<file path="src/rtl/mips_pkg.sv">
// Shared MIPS pipeline constants and types: register file geometry,
// the hard-wired $zero index and the longest supported load latency.
package mips_pkg;

  localparam int REG_ADDR_W   = 5;
  localparam int NUM_REGS     = 1 << REG_ADDR_W;
  localparam int MAX_LOAD_LAT = 7;

  typedef logic [REG_ADDR_W-1:0] reg_addr_t;

  localparam reg_addr_t ZERO_REG = '0;

  // Bits needed to hold a countdown from lat down to zero.
  function automatic int timer_width(input int lat);
    return (lat < 1) ? 1 : $clog2(lat + 1);
  endfunction

endpackage

</file>
<file path="src/rtl/load_timer.sv">
// Per-register load countdown: reloads on load, otherwise counts down to zero.
// busy is high while the loaded value has not yet become forwardable.
module load_timer
  import mips_pkg::*;
#(
  parameter int W = timer_width(MAX_LOAD_LAT)
) (
  input  logic         clk,
  input  logic         rst,
  input  logic         load,
  input  logic [W-1:0] load_val,
  output logic         busy
);

  logic [W-1:0] cnt_q;
  logic [W-1:0] cnt_d;

  // A fresh load wins over the decrement so back-to-back loads restart the wait.
  always_comb begin
    cnt_d = cnt_q;
    if (load) begin
      cnt_d = load_val;
    end else if (cnt_q != '0) begin
      cnt_d = cnt_q - W'(1);
    end
  end

  always_ff @(posedge clk) begin
    if (rst) begin
      cnt_q <= '0;
    end else begin
      cnt_q <= cnt_d;
    end
  end

  assign busy = (cnt_q != '0);

endmodule

</file>
<file path="src/rtl/load_hazard_scoreboard.sv">
// Load-use hazard unit beside ID: per-register load timers, stall/bubble
// generation for readers of pending registers, and a saturating stall counter.
module load_hazard_scoreboard #(
  parameter int NUM_REGS   = mips_pkg::NUM_REGS,
  parameter int REG_ADDR_W = mips_pkg::REG_ADDR_W,
  parameter int LOAD_LAT   = 1,
  parameter int CNT_W      = 16
) (
  input  logic                  clk,
  input  logic                  rst,
  input  logic                  id_valid,
  input  logic [REG_ADDR_W-1:0] id_rs,
  input  logic [REG_ADDR_W-1:0] id_rt,
  input  logic                  id_rs_used,
  input  logic                  id_rt_used,
  input  logic                  id_mem_read,
  input  logic [REG_ADDR_W-1:0] id_rd,
  input  logic                  flush,
  output logic                  stall,
  output logic                  bubble,
  output logic [NUM_REGS-1:0]   pending,
  output logic [CNT_W-1:0]      stall_count
);

  localparam int TW = mips_pkg::timer_width(LOAD_LAT);
  localparam logic [REG_ADDR_W-1:0] ZERO = REG_ADDR_W'(mips_pkg::ZERO_REG);

  logic [NUM_REGS-1:0] busy;
  logic                haz_rs;
  logic                haz_rt;
  logic                stall_int;
  logic                issue;
  logic                ld_en;
  logic [CNT_W-1:0]    stall_cnt_q;
  logic [CNT_W-1:0]    stall_cnt_d;

  assign haz_rs = id_rs_used && (id_rs != ZERO) && busy[id_rs];
  assign haz_rt = id_rt_used && (id_rt != ZERO) && busy[id_rt];

  // Reset masks the stall so a pipeline being reset never sees a held PC.
  assign stall_int = !rst && id_valid && !flush && (haz_rs || haz_rt);
  assign stall     = stall_int;
  assign bubble    = stall_int;

  assign issue = id_valid && !stall_int && !flush;
  assign ld_en = issue && id_mem_read && (id_rd != ZERO);

  assign busy[0] = 1'b0;

  for (genvar r = 1; r < NUM_REGS; r++) begin : g_timer
    load_timer #(
      .W(TW)
    ) u_timer (
      .clk     (clk),
      .rst     (rst),
      .load    (ld_en && (id_rd == REG_ADDR_W'(r))),
      .load_val(TW'(LOAD_LAT)),
      .busy    (busy[r])
    );
  end

  assign pending = busy;

  always_comb begin
    stall_cnt_d = stall_cnt_q;
    if (stall_int && (stall_cnt_q != '1)) begin
      stall_cnt_d = stall_cnt_q + CNT_W'(1);
    end
  end

  always_ff @(posedge clk) begin
    if (rst) begin
      stall_cnt_q <= '0;
    end else begin
      stall_cnt_q <= stall_cnt_d;
    end
  end

  assign stall_count = stall_cnt_q;

endmodule

</file>
<file path="config.mk">
export PLATFORM = sky130hd
export DESIGN_NAME = load_hazard_scoreboard
export DESIGN_NICKNAME = d
export VERILOG_FILES = /design/src/rtl/mips_pkg.sv /design/src/rtl/load_timer.sv /design/src/rtl/load_hazard_scoreboard.sv
export SDC_FILE = /design/constraint.sdc
export NUM_CORES = 1
export LEC_CHECK = 0
export ABC_AREA = 1
export CAP_MARGIN = 40
export CORE_ASPECT_RATIO = 1.4
export CORE_MARGIN = 1.5
export CORE_UTILIZATION = 40
export CTS_BUF_LIST = sky130_fd_sc_hd__clkbuf_8
export DETAILED_ROUTE_END_ITERATION = 6
export PLACE_DENSITY = 0.69
export SLEW_MARGIN = 20
export SYNTH_ARGS = -nofsm -noshare
export SYNTH_HDL_FRONTEND = slang
export SYNTH_SLANG_ARGS = --single-unit
</file>
<file path="constraint.sdc">
create_clock -name clk -period 1.95 [get_ports clk]
set_input_delay 0.4875 -clock clk [delete_from_list [all_inputs] [get_ports clk]]
set_output_delay 0.4875 -clock clk [all_outputs]
set_load 0.02 [all_outputs]
</file>
Figure 1. Placement density heat map (run 1).
Drawn at 4 px/um. 8 x 11 tiles, from dark blue (low) to red (high), 0 to 100% covered.
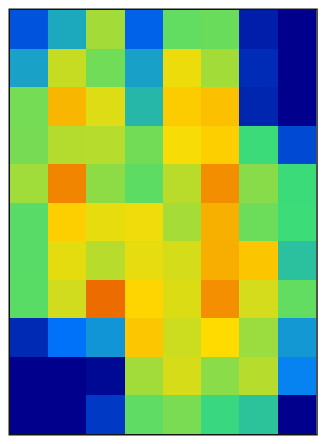
nearly empty tiles = 10%
emptiest ninth of the die = south-west
tiles over 75% full = 17%
fullest tile = 88%

Figure 2. Routed clock nets over the placement (run 1).
Drawn at 4 px/um.
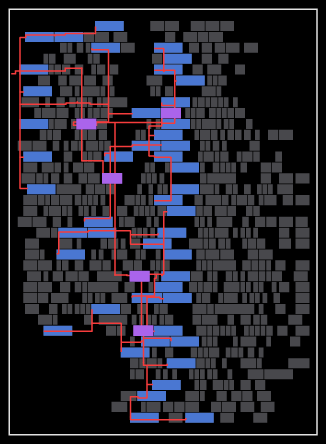
blue -> flip-flops  # count 47
purple -> cells driving clock nets  # count 5
red -> clock wires  # length 554 um
routed clock nets = 6
worst skew pair latency: 300 ps
clock group share of total power: 30.9%
Clock Skew: 6.98 ps

Figure 3. Port wiring (run 1).
Drawn at 2 px/um.
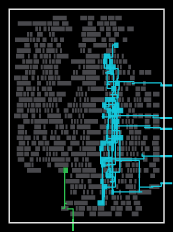
cyan -> id_rs  # bits 5, direction input, end cells 41, buffers 14, wire 615 um
green -> stall  # bits 1, direction output, end cells 1, buffers 1, wire 29.4 um

==> impl_metrics.csv, run 1 <==
group,metric,value,unit
critical_path,path_cells,"buf_8 -> buf_12 -> buf_12 -> nand2_2 -> nand3_1 -> nand3_1 -> nand3_2 -> nand3_2 -> nand3_2 -> nand2_4 -> nand2_4 -> inv_4 -> buf_6",
floorplan,die_h,106,um
synth,syn_avg_cell_area,6.65,um2
synth,fp_nets,479,
synth,netlist_area,3030,um2
synth,ys_warn_count,0,
power_and_ir_drop,p_leak,0.00186,uW
timing,setup_viol,2,
clock_network,htree_levels,2,
global_routing,grt_pass1_vias,3062,
layout,comb_share,37.6,%
power_and_ir_drop,power.switching,533,uW
synth,synth-xor-area-share,4.04,%
synth,edf_count,0,
outcome,violations,"negative setup slack",
hold_path,min_path_cells,2,
layout,sh_seq_area,22.1,%
layout,lay_top_cells,"119 x nand2_1, 60 x buf_4, 57 x clkdlybuf4s50_1",
global_routing,met1_usage,22.8,%
synth,ys_sh_simple,40.9,%
place,dp_cells,636,
route,drt-total-wl,8600,um
clock_network,cts_hold_buffers,0,
synth,synthDistinctLibCells,31,
synth,netlist_top_cells_area,"dfxtp_1 31%, nand2_1 16%, buf_4 8.7%",
timing,setup_ws,-221,ps
layout,comb_cells,309,
synth,yosysMostFrequentCell,"nand2_1",
clock_network,path_clk_slew,90,ps
floorplan,die_w,76.6,um
layout,clock_buffers,5,
floorplan,rows,37,
layout,clock_area_share,2.08,%
outcome,status,"complete, but fails checks",
critical_path,path_class,"in2out",
hold_path,hold_path.class,"reg2reg",
clock_network,cts_buffers,5,
place,dp_slack,-1110,ps
Figure 4. Signal wires on met4 (run 1).
Drawn at 4 px/um. Supply wires on this layer in gray.
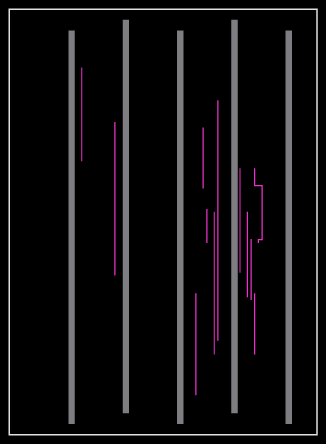

==> run 2: changes to the inputs <==
Settings changed: SLEW_MARGIN 20 to default, TNS_END_PERCENT from default to 50.
Figure 5. Signal wires on met4 (run 2).
Drawn at 4 px/um. Supply wires on this layer in gray.
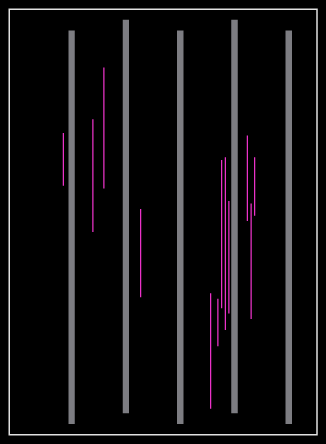
main direction = vertical
wire length on this layer = 304 um
via count: 3154
total wire length: 8320 um

Figure 6. Port wiring (run 2).
Drawn at 2 px/um.
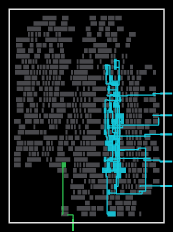
green -> stall  # bits 1, direction output, end cells 1, buffers 1, wire 30.7 um
cyan -> id_rs  # bits 5, direction input, end cells 41, buffers 11, wire 625 um
boundary pin count: 72
PortBufs: 70

Figure 7. Placement density heat map (run 2).
Drawn at 4 px/um. 8 x 11 tiles, from dark blue (low) to red (high), 0 to 100% covered.
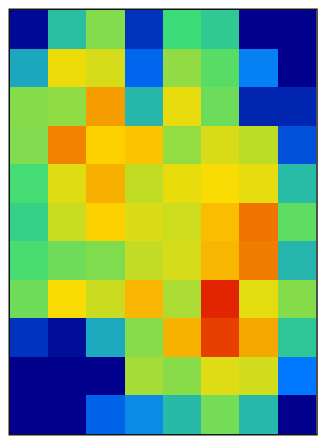
emptiest ninth of the die = south-west
mean over tiles = 51%
nearly empty tiles = 10%
fullest tile = 96%

==> run 2 against run 1 <==
The flow still finishes with violations (negative setup slack). Register-to-register slack worse by 80 ps. Synthesized cell count stayed put. Setup slack better by 41 ps. Critical path type unchanged. Largest cell class unchanged. Highest routed layer unchanged.
==> impl_metrics.csv, run 2 <==
group,metric,value,unit
power_and_ir_drop,power.switching,533,uW
clock_network,clk_latency,300,ps
synth,synthDistinctLibCells,31,
critical_path,path_class,"in2out",
floorplan,die_w,76.6,um
floorplan,rows,37,
synth,edf_count,0,
place,dp_cells,633,
synth,syn_avg_cell_area,6.65,um2
outcome,status,"complete, but fails checks",
power_and_ir_drop,pwr-share-clk,35.7,%
timing,setup_viol,2,
layout,clock_area_share,2.70,%
synth,netlist_top_cells_area,"dfxtp_1 31%, nand2_1 16%, buf_4 8.7%",
clock_network,htree_levels,2,
hold_path,min_path_cells,2,
clock_network,cts_hold_buffers,0,
layout,comb_share,37.5,%
timing,setup_ws,-180,ps
timing,finClkSkew,8.18,ps
global_routing,grt_pass1_vias,3091,
outcome,violations,"negative setup slack",
Figure 8. Track usage over the die (run 2).
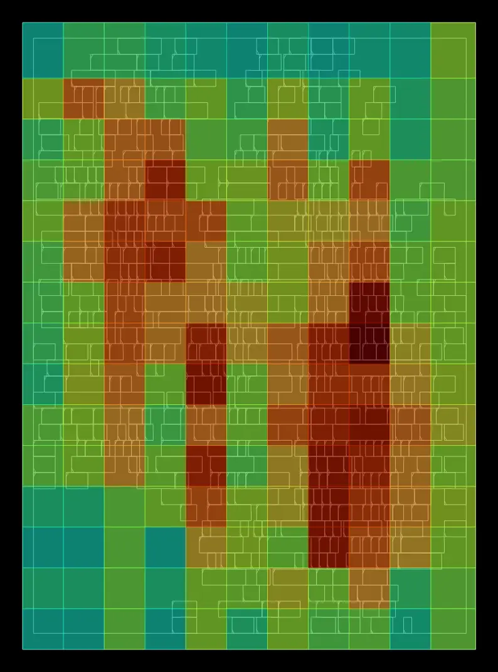

==> run 3: changes to the inputs <==
Settings changed: CORE_UTILIZATION 40 to 47, PLACE_DENSITY 0.69 to 0.79.
Figure 9. Track usage over the die (run 3).
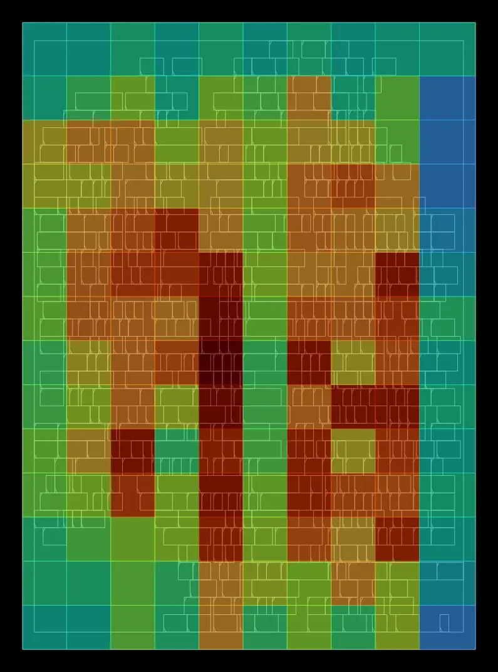
gr busiest metal: met2
met1 GRT Util: 22.8%
met2 Usage GRT: 46.9%
met3 Track Usage GR: 2.99%

Figure 10. Placement density heat map (run 3).
Drawn at 4 px/um. 7 x 10 tiles, from dark blue (low) to red (high), 0 to 100% covered.
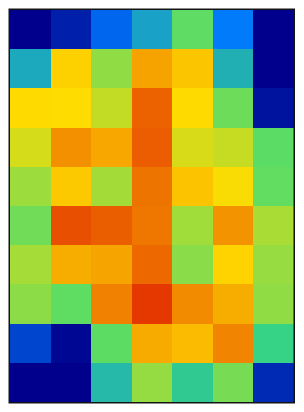
fin util: 67.1%
FP Core Util: 48.8%
Core ar.: 6210 um2

Figure 11. Port wiring (run 3).
Drawn at 3 px/um.
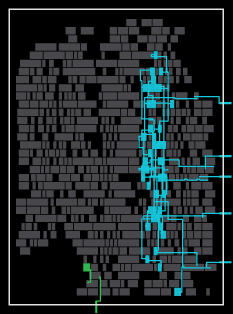

==> run 3 against run 2 <==
Non-clock buffer count fell by 1. The run still ends with negative setup slack left. Utilization rose by 9.1 points. Combinational power fell by 5%. Final area fell by 2.3%. Critical path type unchanged. Clock-buffer cell count did not move. Final cell count fell by 4.2%. Sequential power barely moved. Clock power fell by 2%. Register-to-register slack improved by 50 ps.
==> impl_metrics.csv, run 3 <==
group,metric,value,unit
outcome,status,"complete, but fails checks",
outcome,violations,"negative setup slack",
synth,syn_avg_cell_area,6.65,um2
power_and_ir_drop,power.switching,517,uW
hold_path,min_path_cells,2,
timing,setup_ws,-182,ps
layout,ff_count,47,
layout,clock_area_share,2.70,%
clock_network,cts_hold_buffers,0,
timing,setup_viol,2,
place,port_buffers,70,
clock_network,htree_levels,2,
route,via_count,3249,
global_routing,grt_pass1_vias,3078,
floorplan,die_w,70.9,um
synth,netlist_top_cells_area,"dfxtp_1 31%, nand2_1 16%, buf_4 8.7%",
route,drt-total-wl,8320,um
power_and_ir_drop,pwr-share-clk,35.5,%
power_and_ir_drop,switching_share,25.8,%
synth,synthDistinctLibCells,31,
floorplan,pin_count,72,
synth,edf_count,0,
Power figures rest on the tool's default switching activity, not on a simulated workload.
